Fig. 1: M1 wires
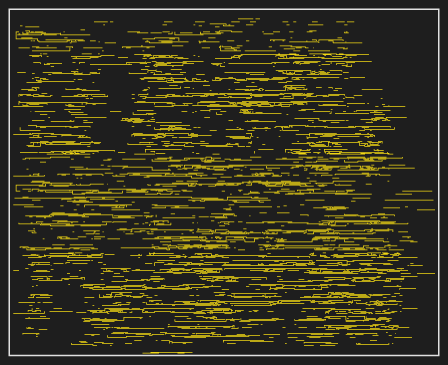
Fig. 2: clock distribution
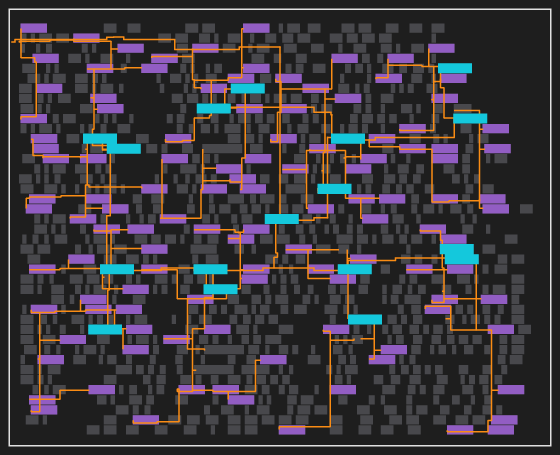
## config.mk

```make
export PLATFORM = sky130hd
export DESIGN_NAME = fetch_ctrl_flat
export DESIGN_NICKNAME = d
export VERILOG_FILES = /design/src/rtl/core_pkg.sv /design/src/rtl/fetch_ctrl_if.sv /design/src/rtl/fetch_ctrl_pc_next.sv /design/src/rtl/fetch_ctrl.sv /design/src/flat_wrapper.sv
export SDC_FILE = /design/constraint.sdc
export NUM_CORES = 1
export LEC_CHECK = 0
export CELL_PAD_IN_SITES_DETAIL_PLACEMENT = 1
export CELL_PAD_IN_SITES_GLOBAL_PLACEMENT = 1
export CORE_ASPECT_RATIO = 0.8
export CORE_MARGIN = 2
export CORE_UTILIZATION = 34
export DETAILED_ROUTE_END_ITERATION = 10
export GPL_ROUTABILITY_DRIVEN = 0
export PLACE_DENSITY_LB_ADDON = 0.15
export SLEW_MARGIN = 20
export SYNTH_ARGS = -nofsm -noshare
export SYNTH_HDL_FRONTEND = slang
export SYNTH_SLANG_ARGS = --single-unit
```

## constraint.sdc

```tcl
create_clock -name clk -period 2.5 [get_ports clk]
set_input_delay 0.25 -clock clk [delete_from_list [all_inputs] [get_ports clk]]
set_output_delay 0.25 -clock clk [all_outputs]
set_load 0.005 [all_outputs]
```

## src/rtl/core_pkg.sv

```systemverilog
// Shared sequencer definitions: state encodings, the opcodes the sequencer
// branches on, and the NOP word the IR resets to.
package core_pkg;

  typedef enum logic [2:0] {
    ST_IDLE      = 3'd0,
    ST_FETCH     = 3'd1,
    ST_DECODE    = 3'd2,
    ST_EXECUTE   = 3'd3,
    ST_MEM       = 3'd4,
    ST_WRITEBACK = 3'd5,
    ST_HALT      = 3'd6,
    ST_ILLEGAL   = 3'd7
  } state_t;

  localparam logic [6:0]  OP_LOAD   = 7'b0000011;
  localparam logic [6:0]  OP_STORE  = 7'b0100011;
  localparam logic [6:0]  OP_SYSTEM = 7'b1110011;
  localparam logic [31:0] NOP_WORD  = 32'h0000_0013;

endpackage

```

## src/rtl/fetch_ctrl_if.sv

```systemverilog
// Bundle between the sequencer (master) and the imem/execute/LSU side (slave).
// mem_ready is a level completion strobe that is only looked at while state==ST_MEM.
interface fetch_ctrl_if;
  import core_pkg::*;

  logic [31:0] instr_in;
  logic [31:0] pc_target;
  logic        pc_sel;
  logic        mem_ready;
  state_t      state;
  logic [31:0] pc;
  logic [31:0] ir;
  logic [31:0] retired;
  logic        misaligned;
  logic        mem_timeout;
  logic        halted;

  modport master (
    input  instr_in, pc_target, pc_sel, mem_ready,
    output state, pc, ir, retired, misaligned, mem_timeout, halted
  );

  modport slave (
    output instr_in, pc_target, pc_sel, mem_ready,
    input  state, pc, ir, retired, misaligned, mem_timeout, halted
  );

endinterface

```

## src/rtl/fetch_ctrl_pc_next.sv

```systemverilog
// Next-PC selection for WRITEBACK: word-aligned branch target or pc+4,
// plus a flag for a taken target with nonzero low bits.
module pc_next (
  input  logic [31:0] pc,
  input  logic [31:0] pc_target,
  input  logic        pc_sel,
  output logic [31:0] next_pc,
  output logic        misalign
);

  always_comb begin
    next_pc  = pc_sel ? {pc_target[31:2], 2'b00} : pc + 32'd4;
    misalign = pc_sel && (pc_target[1:0] != 2'b00);
  end

endmodule

```

## src/rtl/fetch_ctrl.sv

```systemverilog
// Multicycle sequencer and PC owner: walks FETCH/DECODE/EXECUTE/[MEM]/WRITEBACK,
// latches the IR, counts retired instructions and keeps the sticky fault flags.
module fetch_ctrl
  import core_pkg::*;
#(
  parameter logic [31:0] RESET_PC = 32'h0000_0000,
  parameter int          MEM_TMO  = 16
) (
  input  logic          clk,
  input  logic          rst,
  fetch_ctrl_if.master  bus
);

  localparam logic [15:0] TMO_LAST = 16'(MEM_TMO - 1);

  logic [15:0] wait_cnt;
  logic [31:0] next_pc;
  logic        misalign;
  logic [6:0]  opcode;

  assign opcode = bus.ir[6:0];

  pc_next u_pc_next (
    .pc        (bus.pc),
    .pc_target (bus.pc_target),
    .pc_sel    (bus.pc_sel),
    .next_pc   (next_pc),
    .misalign  (misalign)
  );

  always_ff @(posedge clk) begin
    if (rst) begin
      bus.state       <= ST_IDLE;
      bus.pc          <= RESET_PC;
      bus.ir          <= NOP_WORD;
      bus.retired     <= 32'd0;
      bus.misaligned  <= 1'b0;
      bus.mem_timeout <= 1'b0;
      bus.halted      <= 1'b0;
      wait_cnt        <= 16'd0;
    end else begin
      case (bus.state)
        ST_IDLE: bus.state <= ST_FETCH;
        ST_FETCH: begin
          bus.ir    <= bus.instr_in;
          bus.state <= ST_DECODE;
        end
        ST_DECODE: begin
          if (opcode == OP_SYSTEM) begin
            bus.state  <= ST_HALT;
            bus.halted <= 1'b1;
          end else begin
            bus.state <= ST_EXECUTE;
          end
        end
        ST_EXECUTE: begin
          if (opcode == OP_LOAD || opcode == OP_STORE) begin
            bus.state <= ST_MEM;
            wait_cnt  <= 16'd0;
          end else begin
            bus.state <= ST_WRITEBACK;
          end
        end
        ST_MEM: begin
          // A completion on the last allowed cycle still wins over the timeout.
          if (bus.mem_ready) begin
            bus.state <= ST_WRITEBACK;
          end else if (wait_cnt == TMO_LAST) begin
            bus.mem_timeout <= 1'b1;
            bus.halted      <= 1'b1;
            bus.state       <= ST_HALT;
          end else begin
            wait_cnt <= wait_cnt + 16'd1;
          end
        end
        ST_WRITEBACK: begin
          bus.pc      <= next_pc;
          bus.retired <= bus.retired + 32'd1;
          if (misalign) bus.misaligned <= 1'b1;
          bus.state   <= ST_FETCH;
        end
        ST_HALT: bus.halted <= 1'b1;
        default: begin
          bus.state  <= ST_HALT;
          bus.halted <= 1'b1;
        end
      endcase
    end
  end

endmodule
```

## src/flat_wrapper.sv

```systemverilog
// flat-port wrapper written by rule: the top's interface ports become plain ports
module fetch_ctrl_flat import core_pkg::*;
#(
  parameter logic [31:0] RESET_PC = 32'h0000_0000,
  parameter int          MEM_TMO  = 16
)
  (clk, rst, bus_instr_in, bus_pc_target, bus_pc_sel, bus_mem_ready, bus_state, bus_pc, bus_ir, bus_retired, bus_misaligned, bus_mem_timeout, bus_halted);
  fetch_ctrl_if bus_i ();
  input  logic clk;
  input  logic rst;
  input wire logic [$bits(bus_i.instr_in)-1:0] bus_instr_in;
  input wire logic [$bits(bus_i.pc_target)-1:0] bus_pc_target;
  input wire logic [$bits(bus_i.pc_sel)-1:0] bus_pc_sel;
  input wire logic [$bits(bus_i.mem_ready)-1:0] bus_mem_ready;
  output wire logic [$bits(bus_i.state)-1:0] bus_state;
  output wire logic [$bits(bus_i.pc)-1:0] bus_pc;
  output wire logic [$bits(bus_i.ir)-1:0] bus_ir;
  output wire logic [$bits(bus_i.retired)-1:0] bus_retired;
  output wire logic [$bits(bus_i.misaligned)-1:0] bus_misaligned;
  output wire logic [$bits(bus_i.mem_timeout)-1:0] bus_mem_timeout;
  output wire logic [$bits(bus_i.halted)-1:0] bus_halted;
  assign bus_i.instr_in = bus_instr_in;
  assign bus_i.pc_target = bus_pc_target;
  assign bus_i.pc_sel = bus_pc_sel;
  assign bus_i.mem_ready = bus_mem_ready;
  assign bus_state = bus_i.state;
  assign bus_pc = bus_i.pc;
  assign bus_ir = bus_i.ir;
  assign bus_retired = bus_i.retired;
  assign bus_misaligned = bus_i.misaligned;
  assign bus_mem_timeout = bus_i.mem_timeout;
  assign bus_halted = bus_i.halted;
  fetch_ctrl #(.RESET_PC(RESET_PC), .MEM_TMO(MEM_TMO)) u_core (.clk(clk), .rst(rst), .bus(bus_i));
endmodule
```

==> flow.log <==
[metrics] run summary
[metrics] worst hold stages: 2
[metrics] type of element capturing the critical path: register
[metrics] post-synth cell types: 60
[metrics] post-synthesis sequential element count: ~120
[metrics] RSZ-0062 raised after global routing: false
[metrics] Synth top cells by count: sky130_fd_sc_hd__dfxtp_1 (116), sky130_fd_sc_hd__nand2_1 (115), sky130_fd_sc_hd__nor2_1 (72)
[metrics] horizontal die dimension: 146 µm
[metrics] maximum fanout along the worst path: 7
[metrics] data required time at the worst endpoint: about 2.8 ns
[metrics] flip-flops with a built-in enable: 0
[metrics] Syn Area/Cell: between 7 and 8 µm²
[metrics] overflow left after global routing: 0
[metrics] FMAX: between 0.4 and 0.5 GHz
[metrics] most instantiated logic cells after routing: sky130_fd_sc_hd__clkdlybuf4s50_1 (166), sky130_fd_sc_hd__dfxtp_1 (116), sky130_fd_sc_hd__nand2_1 (115)
[metrics] Hold Slack: roughly 0.24 ns
[metrics] worst endpoint data arrival time: roughly 2.6 ns
[metrics] Chip Height: 118 µm
[metrics] cell area after technology mapping: 0.00550 mm²
[metrics] routed vias/inst: around 5.2
[metrics] GRT Overall Usage: 0.223
[metrics] top logic cell by instance count in the layout: sky130_fd_sc_hd__clkdlybuf4s50_1
[metrics] proportion of register bits with asynchronous set or reset after synthesis: 0
[metrics] residual antenna-violating net count after detailed routing: 0
[metrics] shortest clock period the worst path allows after layout: between 2 and 2.5 ns
[metrics] CTS resizes: 0
[metrics] yosys warning tally: 0
[metrics] Synth top cell by count: sky130_fd_sc_hd__dfxtp_1
[metrics] status: finished, final reports clean
[metrics] setup-violating endpoint count in the final report: 0
[metrics] class of the worst hold path: primary input to register
[metrics] Placement Rows: 41
[metrics] Relative slew margins: 0.434
[metrics] reg-to-reg critical path endpoint: u_core.bus.pc[30]
[metrics] number of antenna violations at the first check in global routing: 0
[metrics] transition time at the pin with the least slew margin: around 0.84 ns
[metrics] hold worst-path end: u_core.bus.pc[13]
[metrics] P per Cell Area: 654 mW/mm²
[metrics] clock sink count: approximately 120
[metrics] Core Box Area: 0.0158 mm²
[metrics] post-route design area: between 0.008 and 0.009 mm²
[metrics] summed standard-cell area reported by yosys: 0.00550 mm²
[metrics] path type of the worst setup path: register to register
[metrics] IO Pins: between 150 and 200
[metrics] register-to-register path setup slack: around 0.22 ns
[metrics] Clock Skew: roughly 0.01 ns
[metrics] number of fill cells in the layout: 1899
[metrics] main flop type: sky130_fd_sc_hd__dfxtp_1
[metrics] share of synthesized area occupied by flip-flops and latches: 0.422
[metrics] startpoint of the most critical hold path: rst
[metrics] post-CTS setup-driven buffer insertion count: 0
[metrics] top flop regs: u_core.bus.ir: 32 flops, u_core.bus.retired: 32 flops, u_core.bus.pc: 30 flops
[metrics] Setup TNS Final: 0 ns
[metrics] beginning of the worst register-to-register path: u_core.bus.pc[14]
[metrics] final routed DRC violation total: 0
[metrics] number of H-tree levels: 4
[metrics] count of buffers from port buffering: around 170
[metrics] number of search-and-repair iterations in the first detailed-routing pass: 4
[metrics] via count of the first global-routing pass: between 5k and 6k
[metrics] wire length per cell: 17.3 µm
[metrics] CTS tree: yes
[metrics] number of DRC markers in iteration 0: about 220
[metrics] clock edge transition at the registers on the reported setup and hold paths: ~0.06 ns
[metrics] top cell type by total area after synthesis: sky130_fd_sc_hd__dfxtp_1
[metrics] nets@finish: ~930
[metrics] share of post-route cells with drive strength above 1: 0.0848
[metrics] Worst setup endpoint: u_core.bus.pc[30]
-- Fig. 1 (at the start) --
The layer carries 8230 µm of wire. The layer holds 44% of the routed length. 831 nets have wire on it. The longest straight run is 36.1 µm. The wires run mostly horizontal.
GR Util met1: 0.276
routed wire length: 18.8 mm
total vias in the final route: 5709

-- Fig. 2 (at the start) --
Key: cyan = clock drivers [count 17]; purple = flip-flops [count 116]; orange = clock wires [length 1780 µm]
There are 18 routed clock nets. Position of the flops: all over the die.
clock network power: 2.49 mW
worst skew pair latency: 0.42 ns

[area by class of cell]
cell class | count | area, µm² | area share
Sequential cell | 116 | 2320 | 0.288
Tap cell | 215 | 269 | 0.0334
Timing Repair Buffer | 191 | 1860 | 0.231
Clock buffer | 20 | 447 | 0.0554
Multi-Input combinational cell | 526 | 2970 | 0.369
Clock inverter | 12 | 155 | 0.0193
Inverter | 8 | 30.0 | 0.00373
[critical path, stage by stage, from the launching register on]
cell                       delay (ns)
sky130_fd_sc_hd__dfxtp_1         0.48
sky130_fd_sc_hd__nand4_4         0.14
sky130_fd_sc_hd__or4_4           0.53
sky130_fd_sc_hd__or4_1           0.55
sky130_fd_sc_hd__or4_1           0.43
sky130_fd_sc_hd__o211ai_2        0.07
[layer usage]
layer	share of wire	GRT usage
met3	0.087	0.0895
met4	0.014	0.0631
met5	0	0
met2	0.46	0.360
met1	0.44	0.276
[logic make-up (layout without fill, tap and decap cells)]
logic type               count (synthesis)  in the layout  synth area share
buffers and inverters                   51            231            0.0407
flip-flops                             116            116             0.422
AND/OR/NAND/NOR                        339            339             0.308
adder cells (fa/ha/maj)                  3              3           0.00682
AND-OR/OR-AND                          137            137             0.150
other                                    1              2          0.000681
XOR/XNOR                                41             41            0.0652
multiplexers                             4              4           0.00750
[stage by stage]
step	worst slack, ns	instances	total power, mW
floorplan	0.298	693	2.38
global placement	0.284	1056	2.79
detailed placement	0.250	1056	2.81
CTS	0.217	1088	5.34
global route	0.134	1088	5.51
finish	0.223	1088	5.27
[report_power, final]
| group | total (mW) | switching [mW] | internal, mW |
|---|---|---|---|
| Clock | 2.49 | 0.901 | 1.59 |
| Combinational | 0.751 | 0.368 | 0.383 |
| Sequential | 2.02 | 0.0760 | 1.95 |
No activity file was given, so power comes from the tool's default toggle rates.
